--- src/rtl/fp_pkg.sv ---
// fp_pkg: shared types and constants for the front-panel sequencer.
// The FSM state enum, the command enum (in priority order), the bus widths,
// the control-switch vector layout and the edge-priority resolver.
package fp_pkg;

   localparam int unsigned ADDR_W = 16;
   localparam int unsigned DATA_W = 8;

   typedef enum logic [2:0] {
      IDLE,
      RD_REQ,
      RD_WAIT,
      WR_REQ,
      WR_WAIT,
      RST_HOLD
   } fp_state_e;

   // Listed from highest to lowest priority after CMD_NONE
   typedef enum logic [2:0] {
      CMD_NONE,
      CMD_RESET,
      CMD_CLEAR,
      CMD_EXAMINE,
      CMD_EXAMINE_NEXT,
      CMD_DEPOSIT,
      CMD_DEPOSIT_NEXT,
      CMD_STEP
   } fp_cmd_e;

   // Bit positions of the control switches in the debounced vectors
   localparam int unsigned SW_ON_OFF       = 0;
   localparam int unsigned SW_STOP_RUN     = 1;
   localparam int unsigned SW_STEP         = 2;
   localparam int unsigned SW_EXAMINE      = 3;
   localparam int unsigned SW_EXAMINE_NEXT = 4;
   localparam int unsigned SW_DEPOSIT      = 5;
   localparam int unsigned SW_DEPOSIT_NEXT = 6;
   localparam int unsigned SW_RESET        = 7;
   localparam int unsigned SW_CLEAR        = 8;
   localparam int unsigned SW_PROTECT      = 9;
   localparam int unsigned SW_UNPROTECT    = 10;
   localparam int unsigned NUM_SW          = 11;

   // Same-cycle edges collapse to the single highest-priority command
   function automatic fp_cmd_e pick_cmd(input logic rst, input logic clr,
                                        input logic ex, input logic exn,
                                        input logic dep, input logic depn,
                                        input logic stp);
      fp_cmd_e c;
      if (rst)       c = CMD_RESET;
      else if (clr)  c = CMD_CLEAR;
      else if (ex)   c = CMD_EXAMINE;
      else if (exn)  c = CMD_EXAMINE_NEXT;
      else if (dep)  c = CMD_DEPOSIT;
      else if (depn) c = CMD_DEPOSIT_NEXT;
      else if (stp)  c = CMD_STEP;
      else           c = CMD_NONE;
      return c;
   endfunction

endpackage

--- src/rtl/fp_debounce.sv ---
// fp_debounce: accepts a new switch level only after DEBOUNCE_CYCLES
// consecutive samples that differ from the current debounced level, and
// flags the 0->1 acceptance with a one-cycle rise pulse.
module fp_debounce #(
   parameter int unsigned DEBOUNCE_CYCLES = 16
) (
   input  logic clk,
   input  logic reset,
   input  logic sw,
   output logic level,
   output logic rise
);

   localparam int unsigned CW = (DEBOUNCE_CYCLES > 1) ? $clog2(DEBOUNCE_CYCLES) : 1;

   logic [CW-1:0] cnt;

   // Count differing samples; any sample matching the level restarts the count
   always_ff @(posedge clk) begin
      if (reset) begin
         level <= 1'b0;
         rise  <= 1'b0;
         cnt   <= '0;
      end else begin
         rise <= 1'b0;
         if (sw == level) begin
            cnt <= '0;
         end else if (cnt == CW'(DEBOUNCE_CYCLES - 1)) begin
            level <= sw;
            rise  <= sw;
            cnt   <= '0;
         end else begin
            cnt <= cnt + CW'(1);
         end
      end
   end

endmodule

--- src/rtl/front_panel_sequencer.sv ---
// front_panel_sequencer: turns debounced front-panel switch edges into
// examine/deposit memory transactions, CPU step/reset/clear pulses and the
// run level. Optional build macro FRONT_PANEL_PROTECT_EN enables the
// protect/unprotect switches, which block deposits while PROT=1.
module front_panel_sequencer
   import fp_pkg::*;
#(
   parameter int unsigned DEBOUNCE_CYCLES    = 16,
   parameter int unsigned RESET_PULSE_CYCLES = 8
) (
   input  logic              clk,
   input  logic              reset,
   input  logic              on_off_sw,
   input  logic              stop_run_sw,
   input  logic              step_sw,
   input  logic              examine_sw,
   input  logic              examine_next_sw,
   input  logic              deposit_sw,
   input  logic              deposit_next_sw,
   input  logic              reset_sw,
   input  logic              clear_sw,
   input  logic              protect_sw,
   input  logic              unprotect_sw,
   input  logic [0:7]        sense_addr_sw,
   input  logic [0:7]        data_addr_sw,
   output logic              mem_req,
   output logic              mem_we,
   output logic [ADDR_W-1:0] mem_addr,
   output logic [DATA_W-1:0] mem_wdata,
   input  logic              mem_ack,
   input  logic [DATA_W-1:0] mem_rdata,
   output logic              cpu_run,
   output logic              cpu_step,
   output logic              cpu_reset,
   output logic              clear_pulse,
   output logic [ADDR_W-1:0] panel_addr,
   output logic [DATA_W-1:0] panel_data,
   output logic              PROT
);

   localparam int unsigned RCW = (RESET_PULSE_CYCLES > 1) ? $clog2(RESET_PULSE_CYCLES) : 1;

   fp_state_e         state, state_n;
   fp_cmd_e           cmd;
   logic [NUM_SW-1:0] sw_raw, sw_lvl, sw_rise;
   logic              on_off, take_reset, wr_blocked, rst_pend, rst_pend_n;
   logic              mem_req_n, mem_we_n, cpu_step_n, clear_pulse_n, prot_n;
   logic [ADDR_W-1:0] mem_addr_n, panel_addr_n, addr_inc, sw_addr;
   logic [DATA_W-1:0] mem_wdata_n, panel_data_n;
   logic [RCW-1:0]    rst_cnt, rst_cnt_n;
   logic              unused_sw;

   assign sw_raw = {unprotect_sw, protect_sw, clear_sw, reset_sw, deposit_next_sw,
                    deposit_sw, examine_next_sw, examine_sw, step_sw, stop_run_sw, on_off_sw};

   for (genvar i = 0; i < NUM_SW; i++) begin : g_db
      fp_debounce #(.DEBOUNCE_CYCLES(DEBOUNCE_CYCLES)) u_db (
         .clk   (clk),
         .reset (reset),
         .sw    (sw_raw[i]),
         .level (sw_lvl[i]),
         .rise  (sw_rise[i])
      );
   end

   // Debounced levels and edges that nothing here consumes
   assign unused_sw = ^{sw_lvl[NUM_SW-1:SW_STEP], sw_rise[SW_STOP_RUN:SW_ON_OFF],
                        sw_rise[SW_UNPROTECT:SW_PROTECT]};

   assign on_off     = sw_lvl[SW_ON_OFF];
   assign cpu_run    = sw_lvl[SW_STOP_RUN] && !on_off && (state != RST_HOLD);
   assign cpu_reset  = (state == RST_HOLD);
   assign wr_blocked = PROT;
   assign addr_inc   = panel_addr + ADDR_W'(1);
   assign sw_addr    = {sense_addr_sw, data_addr_sw};
   assign cmd        = pick_cmd(sw_rise[SW_RESET], sw_rise[SW_CLEAR], sw_rise[SW_EXAMINE],
                                sw_rise[SW_EXAMINE_NEXT], sw_rise[SW_DEPOSIT],
                                sw_rise[SW_DEPOSIT_NEXT], sw_rise[SW_STEP]);
   assign take_reset = (cmd == CMD_RESET) && !on_off;

   // Next-state and next-output logic for the sequencer
   always_comb begin
      state_n       = state;
      mem_req_n     = mem_req;
      mem_we_n      = mem_we;
      mem_addr_n    = mem_addr;
      mem_wdata_n   = mem_wdata;
      panel_addr_n  = panel_addr;
      panel_data_n  = panel_data;
      rst_pend_n    = rst_pend;
      rst_cnt_n     = rst_cnt;
      cpu_step_n    = 1'b0;
      clear_pulse_n = (cmd == CMD_CLEAR) && !on_off;
      prot_n        = PROT;
`ifdef FRONT_PANEL_PROTECT_EN
      if (!on_off) begin
         if (sw_rise[SW_PROTECT])        prot_n = 1'b1;
         else if (sw_rise[SW_UNPROTECT]) prot_n = 1'b0;
      end
`else
      prot_n = 1'b0;
`endif
      if (on_off && (state == IDLE || state == RST_HOLD)) begin
         // Powered off with nothing in flight: hold every output at its reset value
         state_n      = IDLE;
         mem_req_n    = 1'b0;
         mem_we_n     = 1'b0;
         mem_addr_n   = '0;
         mem_wdata_n  = '0;
         panel_addr_n = '0;
         panel_data_n = '0;
         rst_pend_n   = 1'b0;
         prot_n       = 1'b0;
      end else begin
         unique case (state)
            IDLE: begin
               case (cmd)
                  CMD_RESET: begin
                     state_n      = RST_HOLD;
                     panel_addr_n = '0;
                     rst_cnt_n    = RCW'(RESET_PULSE_CYCLES - 1);
                  end
                  CMD_EXAMINE, CMD_EXAMINE_NEXT: if (!cpu_run) begin
                     panel_addr_n = (cmd == CMD_EXAMINE) ? sw_addr : addr_inc;
                     mem_addr_n   = panel_addr_n;
                     mem_we_n     = 1'b0;
                     mem_req_n    = 1'b1;
                     state_n      = RD_REQ;
                  end
                  CMD_DEPOSIT, CMD_DEPOSIT_NEXT: if (!cpu_run) begin
                     if (cmd == CMD_DEPOSIT_NEXT) panel_addr_n = addr_inc;
                     if (!wr_blocked) begin
                        mem_addr_n  = panel_addr_n;
                        mem_wdata_n = data_addr_sw;
                        mem_we_n    = 1'b1;
                        mem_req_n   = 1'b1;
                        state_n     = WR_REQ;
                     end
                  end
                  CMD_STEP: cpu_step_n = !cpu_run;
                  default: ;
               endcase
            end
            RD_REQ, RD_WAIT, WR_REQ, WR_WAIT: begin
               // A reset_sw edge seen while the bus is busy waits for the ack
               if (take_reset) rst_pend_n = 1'b1;
               if (mem_ack) begin
                  mem_req_n    = 1'b0;
                  mem_we_n     = 1'b0;
                  panel_data_n = mem_we ? mem_wdata : mem_rdata;
                  rst_pend_n   = 1'b0;
                  if ((rst_pend || take_reset) && !on_off) begin
                     state_n      = RST_HOLD;
                     panel_addr_n = '0;
                     rst_cnt_n    = RCW'(RESET_PULSE_CYCLES - 1);
                  end else begin
                     state_n = IDLE;
                  end
               end else begin
                  state_n = (state == RD_REQ || state == RD_WAIT) ? RD_WAIT : WR_WAIT;
               end
            end
            RST_HOLD: begin
               if (rst_cnt == '0) state_n = IDLE;
               else rst_cnt_n = rst_cnt - RCW'(1);
            end
            default: state_n = IDLE;
         endcase
      end
   end

   // State and registered outputs
   always_ff @(posedge clk) begin
      if (reset) begin
         state       <= IDLE;
         mem_req     <= 1'b0;
         mem_we      <= 1'b0;
         mem_addr    <= '0;
         mem_wdata   <= '0;
         panel_addr  <= '0;
         panel_data  <= '0;
         rst_pend    <= 1'b0;
         rst_cnt     <= '0;
         cpu_step    <= 1'b0;
         clear_pulse <= 1'b0;
         PROT        <= 1'b0;
      end else begin
         state       <= state_n;
         mem_req     <= mem_req_n;
         mem_we      <= mem_we_n;
         mem_addr    <= mem_addr_n;
         mem_wdata   <= mem_wdata_n;
         panel_addr  <= panel_addr_n;
         panel_data  <= panel_data_n;
         rst_pend    <= rst_pend_n;
         rst_cnt     <= rst_cnt_n;
         cpu_step    <= cpu_step_n;
         clear_pulse <= clear_pulse_n;
         PROT        <= prot_n;
      end
   end

endmodule

--- config.mk ---
export PLATFORM = sky130hd
export DESIGN_NAME = front_panel_sequencer
export DESIGN_NICKNAME = d
export VERILOG_FILES = /design/src/rtl/fp_pkg.sv /design/src/rtl/fp_debounce.sv /design/src/rtl/front_panel_sequencer.sv
export SDC_FILE = /design/constraint.sdc
export NUM_CORES = 1
export LEC_CHECK = 0
export ABC_AREA = 1
export CORE_MARGIN = 2
export CORE_UTILIZATION = 48
export CTS_CLUSTER_DIAMETER = 60
export DETAILED_ROUTE_END_ITERATION = 10
export PLACE_DENSITY = 0.86
export SYNTH_ARGS = -nofsm -noshare
export SYNTH_HDL_FRONTEND = slang
export SYNTH_HIERARCHICAL = 1
export SYNTH_SLANG_ARGS = --single-unit
--- constraint.sdc ---
create_clock -name clk -period 1.7 [get_ports clk]
set_input_delay 0.255 -clock clk [delete_from_list [all_inputs] [get_ports clk]]
set_output_delay 0.255 -clock clk [all_outputs]
set_load 0.1 [all_outputs]
==> flow_summary.ini <==
; synthesis and place-and-route metrics
[outcome]
outcome = finished, violations left
violations = setup timing

[finish]
largest_class = combinational gates
final_core_util_pct = 73.3
drive_gt1_share_pct = 33.0
mi_logic_area_sq_um = 3260
n_fill_cell = 707

[clock_tree]
cts_sinks = 111
numCtsBuffers = 9
cts_max_level = 3
path_clk_slew_ns = 0.07
clockBufferDepth = 2
tritoncts = yes
clockRootBuffer = clkbuf_16

[pwr]
switching_power_uw = 1100
p_clk_share_pct = 42.6
vdd.ir_drop.worst_uv = 564
p_comb_share_pct = 5.3
power.group.top = registers
power_frac_seq_pct = 52.1
powerDensity_nw_per_um2 = 611
pg_comb_uw = 268
power_leakage_uw = 0.00327

[hold_path]
min_to = g_db[2].u_db/cnt[0]$_SDFF_PP0_
min-delay-start = g_db[2].u_db/cnt[0]$_SDFF_PP0_
hold_path_class = flip-flop to flip-flop

[setup_path]
path_depth = 14
cp_slowest_stage_delay_ns = 0.33
critPathCaptureType = flip-flop
reg2reg_to = mem_addr[14]$_SDFFE_PP0P_
worst_path_most_repeated_cell = nand2_1
crit_family = simple AND/OR/NAND/NOR gates
endpoint = mem_addr[14]$_SDFFE_PP0P_
worstReg2RegStart = g_db[4].u_db/rise$_SDFF_PP0_
path_buffers = 4
cpMaxStageDelayCell = dfxtp_2

[synth]
synth_area_sq_um = 5490
fp_nets = 811
avgSynthCellArea_sq_um = 7.21

[global_route]
grt_antenna_before_repair = 0
grt_pass1_wl_um = 23100
met2_usage_pct = 40.4
top_usage_layer = met2
grt_max_degree = 38
grtUsageTotal_pct = 22.5
met1_usage_pct = 26.4

[die]
chipHeight_um = 111
rows = 39
coreArea_sq_um = 11300
die-width_um = 111

[detailed_routing]
routed-wl-met3_um = 1230
drt-pass1-iter-count = 6
routed-via-count = 5766
antenna_left = 0
post_drt_via_cell_ratio = 5.57

[job]
maxCapViolCount = 0

[placed_design]
dp.final_hpwl_um = 9740
dp_slack_ns = -0.141

[sta]
setup_viol = 28
fmax_ghz = 0.541
fin_ws_ns = -0.148
hold_slack_ns = 0.462
final_max_slew_viol_count = 0
flip-flops by register name (all words and copies together), names as in the netlist:
name / count
state: 3
mem_we: 1
g_db.u_db/rise: 7
rst_pend: 1
mem_wdata: 8
mem_req: 1
panel_data: 8
clear_pulse: 1
cpu_step: 1
panel_addr: 16
g_db.u_db/level: 9
g_db.u_db/cnt: 36
rst_cnt: 3
mem_addr: 16
placed cells by master (no fill, tap or decap), types with 9 or more instances in the layout:
master and count:
o21ai_1 23, or2_1 9, nand2_1 139, nand3_2 12, clkdlybuf4s50_1 35, nor2_2 19, clkbuf_16 10, nand2_2 41
a21oi_1 41, buf_12 61, xor2_1 9, xnor2_1 10, ha_1 11, nand4_1 25, inv_2 10, buf_4 30
dfxtp_1 89, nand3_1 29, a21oi_2 41, inv_1 66, nor2_1 89, dfxtp_2 16, o211ai_1 12
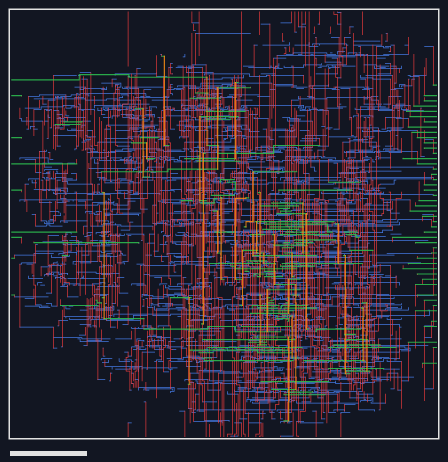
Figure 1: signal wires by layer.
Bar = 20 um.
Key: blue = M1 [wire length 6200 um]; orange = M4 [wire length 575 um]; green = M3 [wire length 1230 um]; red = M2 [wire length 8150 um]

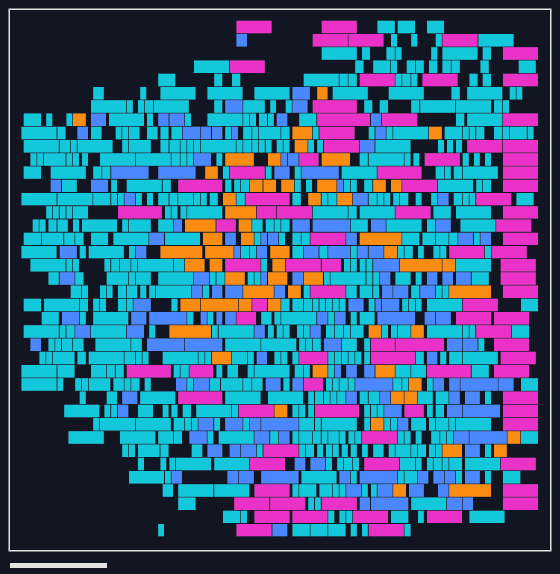
Figure 2: sizing map.
Bar = 20 um.
Key: cyan = x1 and smaller [cells 598, share 67%, most used nand2_1]; blue = x2 [cells 148, share 17%]; orange = x3 and x4 [cells 59, share 6.6%, most used buf_4]; magenta = x6 and larger [cells 88, share 9.9%, most used buf_12]
final setup margin: -0.148 ns
synthesis-to-finish area growth: 50.5%
design area: 8260 sq um
Non-clock buffers: 135

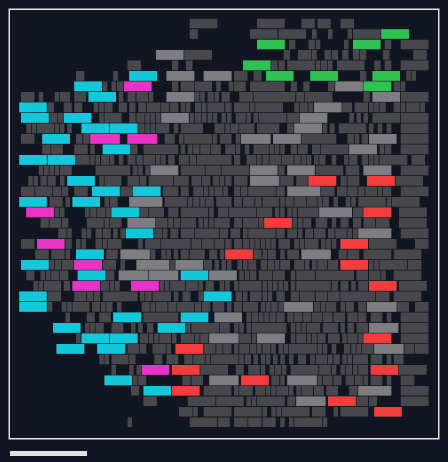
Figure 3: sequential cells coloured by netlist name.
Bar = 20 um. Other sequential cells in the stronger grey, the rest of the logic in the fainter grey.
Key: green = panel_data [flops 8, where top right]; magenta = g_db.u_db/level [flops 9]; cyan = g_db.u_db/cnt [flops 36]; red = mem_addr [flops 16]

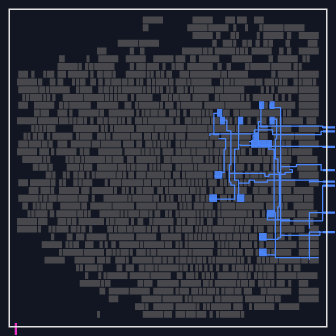
Figure 4: port wiring.
Key: magenta = protect_sw [direction input, end cells 0, buffers 0]; blue = data_addr_sw [direction input, end cells 16, buffers 8, wire 553 um]
PortBufs: 89
I/O pin count: 93

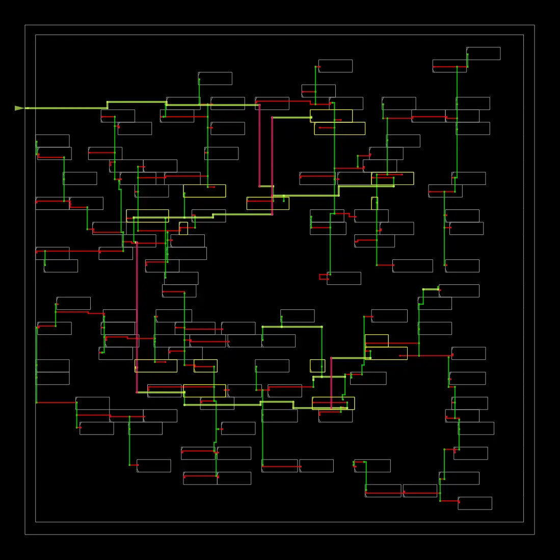
Figure 5: clock nets.
seq_cells: 111
Late-Pin Clk Latency: 0.35 ns
clk_buf instances: 12
final setup skew: 0.00768 ns
Power Clock: 2150 uW

No activity file was given, so power comes from the tool's default toggle rates.
